Fig. 1: placement by cell class
The bar under the picture is 20 µm long.
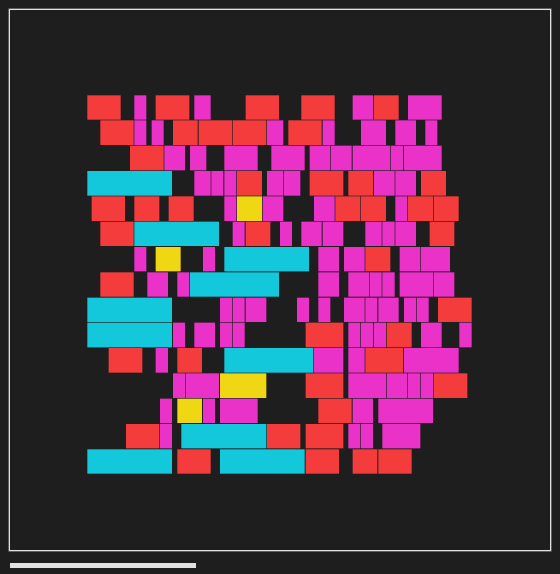
Fig. 2: clock wiring as the flow saved it
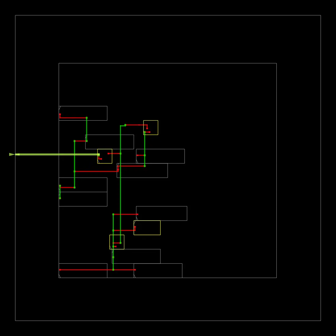
Fig. 3: routed clock nets over the placement
The bar under the picture is 20 µm long.
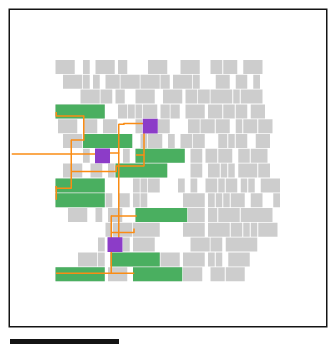
[src/rtl/q4a_rr_sched_pkg.sv]
// Shared types and helpers for the q4a round-robin evaluation scheduler.
package q4a_arb_pkg;

    typedef enum logic {S_EMPTY, S_FULL} q4a_state_t;

    localparam int N_REQ_DEF = 4;

    function automatic logic q4a_z(input logic x, input logic y);
        return x & ~y;
    endfunction

endpackage

[src/rtl/q4a_rr_sched_if.sv]
// Requester/consumer bundle for q4a_rr_sched; lock exists only when Q4A_ARB_LOCK_EN is defined.
interface q4a_rr_sched_if #(
    parameter int N_REQ = 4,
    parameter int IDW   = $clog2(N_REQ)
);
    logic [N_REQ-1:0] req;
    logic [N_REQ-1:0] x;
    logic [N_REQ-1:0] y;
    logic [N_REQ-1:0] gnt;
    logic             z_valid;
    logic             z;
    logic [IDW-1:0]   z_id;
    logic             z_ready;
`ifdef Q4A_ARB_LOCK_EN
    logic [N_REQ-1:0] lock;

    modport master (output req, x, y, z_ready, lock, input gnt, z_valid, z, z_id);
    modport slave  (input req, x, y, z_ready, lock, output gnt, z_valid, z, z_id);
`else
    modport master (output req, x, y, z_ready, input gnt, z_valid, z, z_id);
    modport slave  (input req, x, y, z_ready, output gnt, z_valid, z, z_id);
`endif
endinterface

[src/rtl/q4a_rr_sched_pick.sv]
// Rotating-priority encoder: first set req bit after ptr, wrapping modulo N_REQ.
module q4a_rr_pick #(
    parameter int N_REQ = 4,
    localparam int IDW  = $clog2(N_REQ)
) (
    input  logic [N_REQ-1:0] req,
    input  logic [IDW-1:0]   ptr,
    output logic             any,
    output logic [IDW-1:0]   winner
);
    logic [IDW-1:0] idx;

    // Scan from the farthest slot back to ptr+1 so the nearest hit is written last.
    always_comb begin
        any    = 1'b0;
        winner = '0;
        idx    = '0;
        for (int k = N_REQ; k >= 1; k--) begin
            idx = IDW'((int'(ptr) + k) % N_REQ);
            if (req[idx]) begin
                any    = 1'b1;
                winner = idx;
            end
        end
    end

endmodule

[src/rtl/q4a_rr_sched.sv]
// Round-robin sharing of one registered z = x & ~y unit between N_REQ requesters.
// Optional Q4A_ARB_LOCK_EN: lock input lets the last-granted requester keep the grant.
//
//   state   | meaning
//   S_EMPTY | no result held in the output register
//   S_FULL  | result held, waiting for z_ready
module q4a_rr_sched
    import q4a_arb_pkg::*;
#(
    parameter int N_REQ = N_REQ_DEF,
    localparam int IDW  = $clog2(N_REQ)
) (
    input logic           clk,
    input logic           areset,
    q4a_rr_sched_if.slave bus
);
    q4a_state_t       state_q, state_d;
    logic [IDW-1:0]   ptr_q, ptr_d;
    logic [N_REQ-1:0] gnt_q, gnt_d;
    logic             z_q, z_d;
    logic [IDW-1:0]   zid_q, zid_d;

    logic             pick_any;
    logic [IDW-1:0]   pick_w;
    logic             hold;
    logic             win_any;
    logic [IDW-1:0]   win;
    logic             ge;

    q4a_rr_pick #(.N_REQ(N_REQ)) u_pick (
        .req    (bus.req),
        .ptr    (ptr_q),
        .any    (pick_any),
        .winner (pick_w)
    );

`ifdef Q4A_ARB_LOCK_EN
    assign hold = bus.req[ptr_q] & bus.lock[ptr_q];
`else
    assign hold = 1'b0;
`endif

    assign win_any = hold | pick_any;
    assign win     = hold ? ptr_q : pick_w;
    // Output register is free if empty or being drained on this same edge.
    assign ge      = (state_q == S_EMPTY) | bus.z_ready;

    always_ff @(posedge clk or posedge areset) begin
        if (areset) begin
            state_q <= S_EMPTY;
            ptr_q   <= IDW'(N_REQ - 1);
            gnt_q   <= '0;
            z_q     <= 1'b0;
            zid_q   <= '0;
        end else begin
            state_q <= state_d;
            ptr_q   <= ptr_d;
            gnt_q   <= gnt_d;
            z_q     <= z_d;
            zid_q   <= zid_d;
        end
    end

    always_comb begin
        state_d = state_q;
        ptr_d   = ptr_q;
        gnt_d   = '0;
        z_d     = z_q;
        zid_d   = zid_q;
        if (ge && win_any) begin
            gnt_d   = N_REQ'(1) << win;
            ptr_d   = win;
            z_d     = q4a_z(bus.x[win], bus.y[win]);
            zid_d   = win;
            state_d = S_FULL;
        end else if ((state_q == S_FULL) && bus.z_ready) begin
            state_d = S_EMPTY;
        end
    end

    assign bus.gnt     = gnt_q;
    assign bus.z_valid = (state_q == S_FULL);
    assign bus.z       = z_q;
    assign bus.z_id    = zid_q;

endmodule

[src/flat_wrapper.sv]
// flat-port wrapper written by rule: the top's interface ports become plain ports
module q4a_rr_sched_flat import q4a_arb_pkg::*;
#(
    parameter int N_REQ = N_REQ_DEF,
    localparam int IDW  = $clog2(N_REQ)
)
  (clk, areset, bus_req, bus_x, bus_y, bus_z_ready, bus_gnt, bus_z_valid, bus_z, bus_z_id);
  q4a_rr_sched_if #(.N_REQ(N_REQ)) bus_i ();
  input logic clk;
  input logic areset;
  input wire logic [$bits(bus_i.req)-1:0] bus_req;
  input wire logic [$bits(bus_i.x)-1:0] bus_x;
  input wire logic [$bits(bus_i.y)-1:0] bus_y;
  input wire logic [$bits(bus_i.z_ready)-1:0] bus_z_ready;
  output wire logic [$bits(bus_i.gnt)-1:0] bus_gnt;
  output wire logic [$bits(bus_i.z_valid)-1:0] bus_z_valid;
  output wire logic [$bits(bus_i.z)-1:0] bus_z;
  output wire logic [$bits(bus_i.z_id)-1:0] bus_z_id;
  assign bus_i.req = bus_req;
  assign bus_i.x = bus_x;
  assign bus_i.y = bus_y;
  assign bus_i.z_ready = bus_z_ready;
  assign bus_gnt = bus_i.gnt;
  assign bus_z_valid = bus_i.z_valid;
  assign bus_z = bus_i.z;
  assign bus_z_id = bus_i.z_id;
  q4a_rr_sched #(.N_REQ(N_REQ)) u_core (.clk(clk), .areset(areset), .bus(bus_i));
endmodule
[config.mk]
export PLATFORM = sky130hd
export DESIGN_NAME = q4a_rr_sched_flat
export DESIGN_NICKNAME = d
export VERILOG_FILES = /design/src/rtl/q4a_rr_sched_pkg.sv /design/src/rtl/q4a_rr_sched_if.sv /design/src/rtl/q4a_rr_sched_pick.sv /design/src/rtl/q4a_rr_sched.sv /design/src/flat_wrapper.sv
export SDC_FILE = /design/constraint.sdc
export NUM_CORES = 1
export LEC_CHECK = 0
export ABC_AREA = 1
export CORE_MARGIN = 8
export CORE_UTILIZATION = 39
export CTS_CLUSTER_DIAMETER = 100
export DETAILED_ROUTE_END_ITERATION = 10
export HOLD_SLACK_MARGIN = 0.06
export PLACE_DENSITY_LB_ADDON = 0.1
export SYNTH_ARGS = -nofsm -noshare
export SYNTH_HDL_FRONTEND = slang
export SYNTH_HIERARCHICAL = 1
export SYNTH_SLANG_ARGS = --single-unit
[constraint.sdc]
create_clock -name clk -period 1.8 [get_ports clk]
set_clock_uncertainty 0.15 [all_clocks]
set_input_delay 0.36 -clock clk [delete_from_list [all_inputs] [get_ports clk]]
set_output_delay 0.36 -clock clk [all_outputs]
set_load 0.01 [all_outputs]
==> ci_impl_report.md <==
### Flow metrics

| Metric | Value |
|---|---|
| DP Area | `966 µm²` |
| Setup ws final | `-0.187 ns` |
| Failing checks | `negative setup slack` |
| Wire per inst | `12.3 µm` |
| Initial antenna violation count | `0` |
| Pre-Place Util | `about 41%` |
| Crit-path max FO | `7` |
| Most frequent cell on the critical path | `nand2_2` |
| Post-Synthesis Net Count | `118` |
| Synth flops | `10` |
| Vias in the first global route | `771` |
| Post-Synth AOI/OAI Area | `around 3.1%` |
| Outcome | `complete, but fails checks` |
| CP Launch Point | `u_core/ptr_q[0]` |
| Reg clk slew, reported paths | `0.07 ns` |
| Iter 0 DRT Violations | `13` |
| Std cell rows | `15` |
| Worst slew margin | `around 75%` |
| Drt total wl | `between 2000 and 2500 µm` |
| Reg2Reg Capture Point | `u_core/bus.z_id[0]` |
| CP Launch Type | `register` |
| Place WS | `-0.482 ns` |
| Unrepaired setup endpoints after global routing | `yes` |
| Hold-fix buffers at CTS | `0` |
| Final setup vio count | `10` |
| Antenna Cells | `0` |
| CTS tree | `built` |
| Adder Share, Synth | `0%` |
| Overflow after GRT | `0` |
| Fin crit share | `110%` |
About Fig. 1:
legend:
  yellow:
    class: clock drivers and dummy loads
    cells: 4
  cyan:
    class: flip-flops
    cells: 10
  red:
    class: other buffers and delay cells
    cells: 43
  magenta:
    class: all other logic
    cells: 90

About Fig. 2:
Clock Sinks: 10
CTS buffer count: 3
flip-flops: 10
Clk power: 202 µW
Skew-Pair Late Insertion Delay: 0.26 ns

About Fig. 3:
legend:
  orange:
    item: clock wires
    length: 133 µm
  purple:
    item: cells driving clock nets
    count: 3
  green:
    item: flip-flops
    count: 10
routed clock nets: 4

==> power breakdown <==
group / switching (mW) / internal (mW)
Clock: 0.0793 / 0.123
Combinational: 0.997 / 0.891
Sequential: 0.0607 / 0.332
==> per-stage QoR <==
stage,utilization [%],setup TNS (ns),cells
floorplan,-,-0.0184,103
CTS,64.1,-0.165,157
global route,72.4,-2.44,164
global placement,57.2,-3.14,148
finish,72.4,-1.54,164
detailed placement,57.2,-3.31,148
==> synth_stat cells <==
cell	instances	share of area (%)
nor2_2	1	0.91
inv_2	3	1.6
o21ai_2	1	1.3
a21boi_1	1	1.1
and2_4	1	1.3
inv_4	1	0.91
o21ai_1	1	0.72
inv_1	9	4.9
dfrtp_1	8	29
nand2_1	41	22
nor3_1	1	0.72
inv_6	1	1.3
nand3_1	12	8.7
nand2_2	10	9.1
nor2_1	7	3.8
dfstp_2	2	7.6
buf_6	3	4.9
==> cell type report <==
class	instances	area, µm²	share of cell area (%)
Multi-Input combinational cell	76	460	37.6
Timing Repair Buffer	43	393	32.1
Sequential cell	10	253	20.7
Inverter	14	60.1	4.91
Clock buffer	4	36.3	2.97
Tap cell	17	21.3	1.74
==> how the worst max path moves through the flow <==
| stage | end |
|---|---|
| finish | u_core/bus.z_id[0] |
| global placement | u_core/bus.z |
| CTS | u_core/bus.z |
| detailed placement | u_core/bus.z |
| global route | u_core/bus.z |
| floorplan | u_core/bus.z |
==> flip-flops by register name (all words and copies together), names as in the netlist <==
name	count
u_core/ptr_q	2
u_core/bus.z	1
u_core/bus.gnt	4
u_core/bus.z_valid	1
u_core/bus.z_id	2
==> routing by layer <==
layer,global-route usage [%],up-vias,part of all wire [%]
met3,3.31,0,3.9
met5,0,-,0
met4,4.20,0,0
met1,11.5,351,41
li1,-,404,-
met2,21.0,13,55
Power is estimated from default activity; no workload was simulated.
